==> config.mk <==
export PLATFORM = sky130hd
export DESIGN_NAME = regwrite_scheduler
export DESIGN_NICKNAME = d
export VERILOG_FILES = /design/src/rtl/regwrite_scheduler.sv
export SDC_FILE = /design/constraint.sdc
export NUM_CORES = 1
export LEC_CHECK = 0
export ABC_CLOCK_PERIOD_IN_PS = 6100
export CAP_MARGIN = 20
export CORE_MARGIN = 3
export CORE_UTILIZATION = 40
export DETAILED_ROUTE_END_ITERATION = 12
export GPL_TIMING_DRIVEN = 0
export PLACE_DENSITY_LB_ADDON = 0.12
export SYNTH_ARGS = -nofsm -noshare
export SYNTH_HDL_FRONTEND = slang
export SYNTH_SLANG_ARGS = --single-unit
==> constraint.sdc <==
create_clock -name clk -period 6.1 [get_ports clk]
set_input_delay 1.525 -clock clk [delete_from_list [all_inputs] [get_ports clk]]
set_output_delay 1.525 -clock clk [all_outputs]
set_load 0.02 [all_outputs]
==> src/rtl/regwrite_scheduler.sv <==
// rtl/regwrite_scheduler.sv - register-file write-back arbiter between ctl and a buffered aux requester
// Aux requests queue in a small FIFO; a starvation counter stalls ctl so aux entries always drain.
module regwrite_scheduler #(
   parameter int DATA_W     = 32,
   parameter int AUX_DEPTH  = 2,
   parameter int STARVE_LIM = 4
) (
   input  logic              clk,
   input  logic              reset,
   input  logic              ctl_wr,
   input  logic [2:0]        ctl_dst,
   input  logic [DATA_W-1:0] ctl_data,
   output logic              ctl_stall,
   input  logic              aux_valid,
   output logic              aux_ready,
   input  logic [2:0]        aux_dst,
   input  logic [DATA_W-1:0] aux_data,
   output logic [2:0]        RegDst,
   output logic              RegWrite,
   output logic [DATA_W-1:0] wb_data,
   output logic              wb_src,
   output logic              err
);

   localparam int AW = $clog2(AUX_DEPTH);
   localparam int CW = $clog2(STARVE_LIM + 1);
   localparam logic [AW:0]   DEPTH_C = (AW+1)'(AUX_DEPTH);
   localparam logic [CW-1:0] LIM_C   = CW'(STARVE_LIM);

   typedef enum logic [1:0] {
      S_IDLE,
      S_WR_CTL,
      S_WR_AUX
   } state_t;

   state_t state;

   logic [DATA_W+2:0] mem [AUX_DEPTH];
   logic [AW-1:0]     wptr;
   logic [AW-1:0]     rptr;
   logic [AW:0]       count;
   logic              full;
   logic [CW-1:0]     wait_cnt;

   logic              empty;
   logic              push_hs;
   logic              push;
   logic              aux_legal;
   logic              ctl_legal;
   logic              ctl_ok;
   logic              grant_aux;
   logic [2:0]        head_dst;
   logic [DATA_W-1:0] head_data;
   logic [AW:0]       count_nxt;
   logic [CW-1:0]     wait_nxt;
   logic              err_set;

   // Codes 110/111 are the only illegal RegDst selects.
   assign aux_legal = !(aux_dst[2] & aux_dst[1]);
   assign ctl_legal = !(ctl_dst[2] & ctl_dst[1]);

   assign aux_ready = !full;
   assign empty     = (count == '0);
   assign push_hs   = aux_valid && !full;
   assign push      = push_hs && aux_legal;

   // A dropped ctl request (stalled or illegal) never blocks the aux head.
   assign ctl_ok    = ctl_wr && !ctl_stall && ctl_legal;
   assign grant_aux = !empty && !ctl_ok;

   assign {head_dst, head_data} = mem[rptr];
   assign RegWrite = (state != S_IDLE);

   assign err_set = (ctl_wr && (ctl_stall || !ctl_legal)) || (push_hs && !aux_legal);

   always_comb begin
      count_nxt = count + {{AW{1'b0}}, push} - {{AW{1'b0}}, grant_aux};
   end

   always_comb begin
      wait_nxt = wait_cnt;
      if (grant_aux || empty) begin
         wait_nxt = '0;
      end else if (wait_cnt != LIM_C) begin
         wait_nxt = wait_cnt + CW'(1);
      end
   end

   always_ff @(posedge clk) begin
      if (push) begin
         mem[wptr] <= {aux_dst, aux_data};
      end
   end

   always_ff @(posedge clk or negedge reset) begin
      if (!reset) begin
         state     <= S_IDLE;
         RegDst    <= 3'b000;
         wb_data   <= '0;
         wb_src    <= 1'b0;
         ctl_stall <= 1'b0;
         err       <= 1'b0;
         wptr      <= '0;
         rptr      <= '0;
         count     <= '0;
         full      <= 1'b0;
         wait_cnt  <= '0;
      end else begin
         if (ctl_ok) begin
            state   <= S_WR_CTL;
            RegDst  <= ctl_dst;
            wb_data <= ctl_data;
            wb_src  <= 1'b0;
         end else if (grant_aux) begin
            state   <= S_WR_AUX;
            RegDst  <= head_dst;
            wb_data <= head_data;
            wb_src  <= 1'b1;
         end else begin
            state   <= S_IDLE;
         end

         if (push) begin
            wptr <= wptr + AW'(1);
         end
         if (grant_aux) begin
            rptr <= rptr + AW'(1);
         end
         count    <= count_nxt;
         full     <= (count_nxt == DEPTH_C);
         wait_cnt <= wait_nxt;

         // Stall lands together with the saturating count and lifts after the forced aux write.
         if (grant_aux) begin
            ctl_stall <= 1'b0;
         end else if (wait_nxt == LIM_C) begin
            ctl_stall <= 1'b1;
         end

         if (err_set) begin
            err <= 1'b1;
         end
      end
   end

endmodule

==> GITHUB_STEP_SUMMARY <==
### Flow metrics

| Metric | Value |
|---|---|
| Outcome | finished, final reports clean |
| Total number of vias | 3,213 |
| Antenna Nets Post-Route | 0 |
| Post-route worst hold slack | 0.507 ns |
| Vias per cell | between 4 and 5 |
| Leakage power | ~2.6 nW |
| Cell area after synthesis | about 4700 um^2 |
| Worst Max-Slew Pin Slew | 0.897 ns |
| Number of violations of the max-capacitance limit | 0 |
| Die span in x | approximately 110 um |
| Highest achievable clock rate | just over 300 MHz |
| Largest net degree at the start of global routing | 36 |
| Part of the Yosys area used for sequential elements | 0.703 |
| Top cell family by delay on the critical path | buffers and inverters |
| Area fraction in full adders, half adders and majority gates | 0.00798 |
| Flops after synth | roughly 120 |
| Most frequent logic cell in the layout | sky130_fd_sc_hd__clkdlybuf4s50_1 |
| Area reported by Yosys stat | roughly 4700 um^2 |
| Clock network share of area | 0.0854 |
| Final Skew | ~0.0083 ns |
| Highest ir drop seen on vdd | between 0.0002 and 0.00025 V |
| Antenna diodes | 0 |
| Data buffer area share | 0.195 |
| Crit path launch type | primary input |
| Count of cell types in the netlist | 32 |
| Logic area | approximately 1300 um^2 |
| Fin. max-slew vios | 0 |
| Number of clock buffers in the layout | 19 |
| Cell with the most instances after synthesis | sky130_fd_sc_hd__edfxtp_1 |
| Nets in the synthesized netlist | between 400 and 500 |
| Resize count post-CTS | 0 |
| Signal inverters | 5 |
| Count of buffering cells on the critical path with inverters included | 2 |
| Cell type taking the most area | registers |
| Library cell contributing the largest single delay on the critical path | sky130_fd_sc_hd__clkdlybuf4s50_1 |
| Total of hold buffers inserted after clock tree synthesis | 0 |
| Worst path arrival time | approximately 3.5 ns |
| Count of flip-flops with a built-in enable after synthesis | around 70 |
| Total congestion overflow | 0 |
| Path type of the worst setup path | primary input to register |
| Number of instances in the placed design | between 600 and 700 |
| Starting Density | 0.421 |
| Req. time, crit path | roughly 6.4 ns |
| Area share of the largest cell type after synthesis | 0.447 |
| CP endpoint kind | register |
| Most numerous logic cells after layout | sky130_fd_sc_hd__clkdlybuf4s50_1 (112), sky130_fd_sc_hd__edfxtp_1 (70), sky130_fd_sc_hd__dfrtp_1 (48) |
| Multi-input gates | around 220 |
| Root buffer selected by CTS | sky130_fd_sc_hd__clkbuf_16 |
| Insertion delay at the late pin of the worst-skew pair | 0.41 ns |
| Final-report hold violation count | 0 |
| Overall chip area | 13,100 um^2 |
| Syn Area/Cell | between 10 and 15 um^2 |
| Vertical die dimension | roughly 110 um |
| Dominant cells by area after synthesis | sky130_fd_sc_hd__edfxtp_1 (45%), sky130_fd_sc_hd__dfrtp_1 (26%), sky130_fd_sc_hd__mux2i_1 (7.9%) |
| Pwr Total | approximately 0.0032 W |
| Area after DPL | around 6000 um^2 |
| Critical Path Fanout Max | 10 |
| Share of synthesized area spent on multiplexers | 0.0812 |
| Simple share | 0.0830 |
| Number of OpenROAD warnings | 27 |
| Power Density | between 400 and 500 nW/um^2 |
| Most frequent cells after synthesis | sky130_fd_sc_hd__edfxtp_1 (70), sky130_fd_sc_hd__dfrtp_1 (48), sky130_fd_sc_hd__nand2_1 (39), sky130_fd_sc_hd__nor2_1 (39), sky130_fd_sc_hd__mux2i_1 (37) |
| Placer Congestion | approximately 0.74 |
| Layout sequential cell count | approximately 120 |
| Final period utilization | 0.526 |
| Clock tree from TritonCTS | done |
| Worst hold path type | register to register |
| Tot GR Track Use | 0.176 |
| Largest area contributor in the netlist | sky130_fd_sc_hd__edfxtp_1 |
| Count of buffers from port buffering | around 110 |
| Number of global-route vias before repair | approximately 3,400 |
-- layer usage --
layer	track usage	wire length, um	vias up	share of wire
met2	0.291	5510	91	0.50
met4	0.0570	135	0	0.012
met1	0.227	4820	1562	0.44
met5	0	0	-	0
met3	0.0439	547	12	0.050
li1	-	-	1548	-
-- path summary, 6_finish.rpt --
kind / startpoint / endpoint / slack, ns / depth (start not counted)
setup / recovery: ctl_dst[2] / full$_DFF_PN0_ / 2.89 / 9
hold / removal: wb_src$_DFFE_PN0P_ / wb_src$_DFFE_PN0P_ / 0.51 / 2
setup reg to reg: ctl_stall$_DFFE_PN0P_ / full$_DFF_PN0_ / 4.10 / 8
hold reg to reg: wb_src$_DFFE_PN0P_ / wb_src$_DFFE_PN0P_ / 0.51 / 2
max in group asynchronous: reset / RegDst[1]$_DFFE_PN0P_ / 4.46 / 2
min in group asynchronous: reset / wb_data[21]$_DFFE_PN0P_ / 1.08 / 1
-- flip-flops by register name, summed over array words and instances (netlist names) --
register and count:
wptr 1, err 1, count 2, wb_data 32, wb_src 1, full 1
mem 70, wait_cnt 3, rptr 1, RegDst 3, ctl_stall 1, state 2
-- power breakdown --
| part | internal, W | leakage (nW) | total (W) | switching (W) |
|---|---|---|---|---|
| Clock | 0.000598 | 0.269 | 0.000949 | 0.000351 |
| Sequential | 0.00106 | 1.23 | 0.00116 | 0.0000933 |
| Combinational | 0.000483 | 1.11 | 0.00107 | 0.000590 |
| Total | 0.00214 | 2.61 | 0.00318 | 0.00103 |
-- cell families after synthesis --
group                      after synthesis
DFF                                    118
AOI/OAI and AO/OA                       78
buffers and inverters                   24
adders and majority gates                3
muxes                                   38
and+or+nand+nor                         93
xor gates and xnor gates                 5
Cell classes on the final placement:
Drawn at 2 px/um.
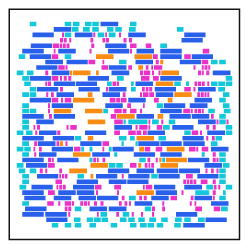
[blue] registers | cells: 118 | share of their area: 51%
[orange] clock drivers and dummy loads | cells: 32 | share of their area: 8.8%
[magenta] remaining logic cells | cells: 222 | share of their area: 20%
[cyan] remaining buffers and delay cells | cells: 134 | share of their area: 20%
share of the core filled with cells: 0.593
area inside the core boundary: 11,200 um^2
Final Cell Area: 6630 um^2

Cell outlines without signal wires:
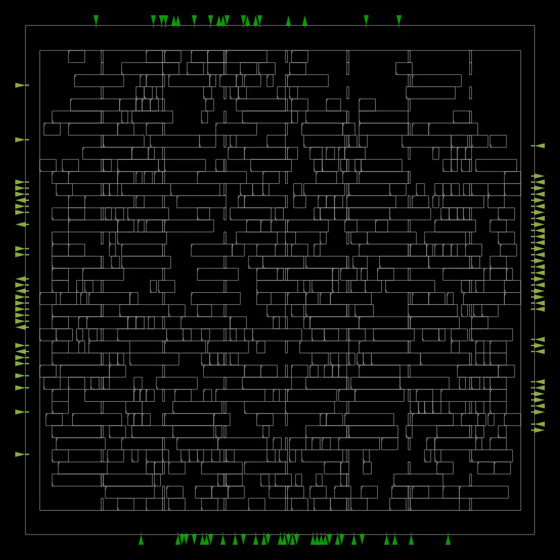
filler-free cell count of the finished design: 646
tap cell count: 140
fillers: 923
standard-cell rows: 38
register fraction of the total cell area: 0.499

Power and IR drop assume default switching activity.
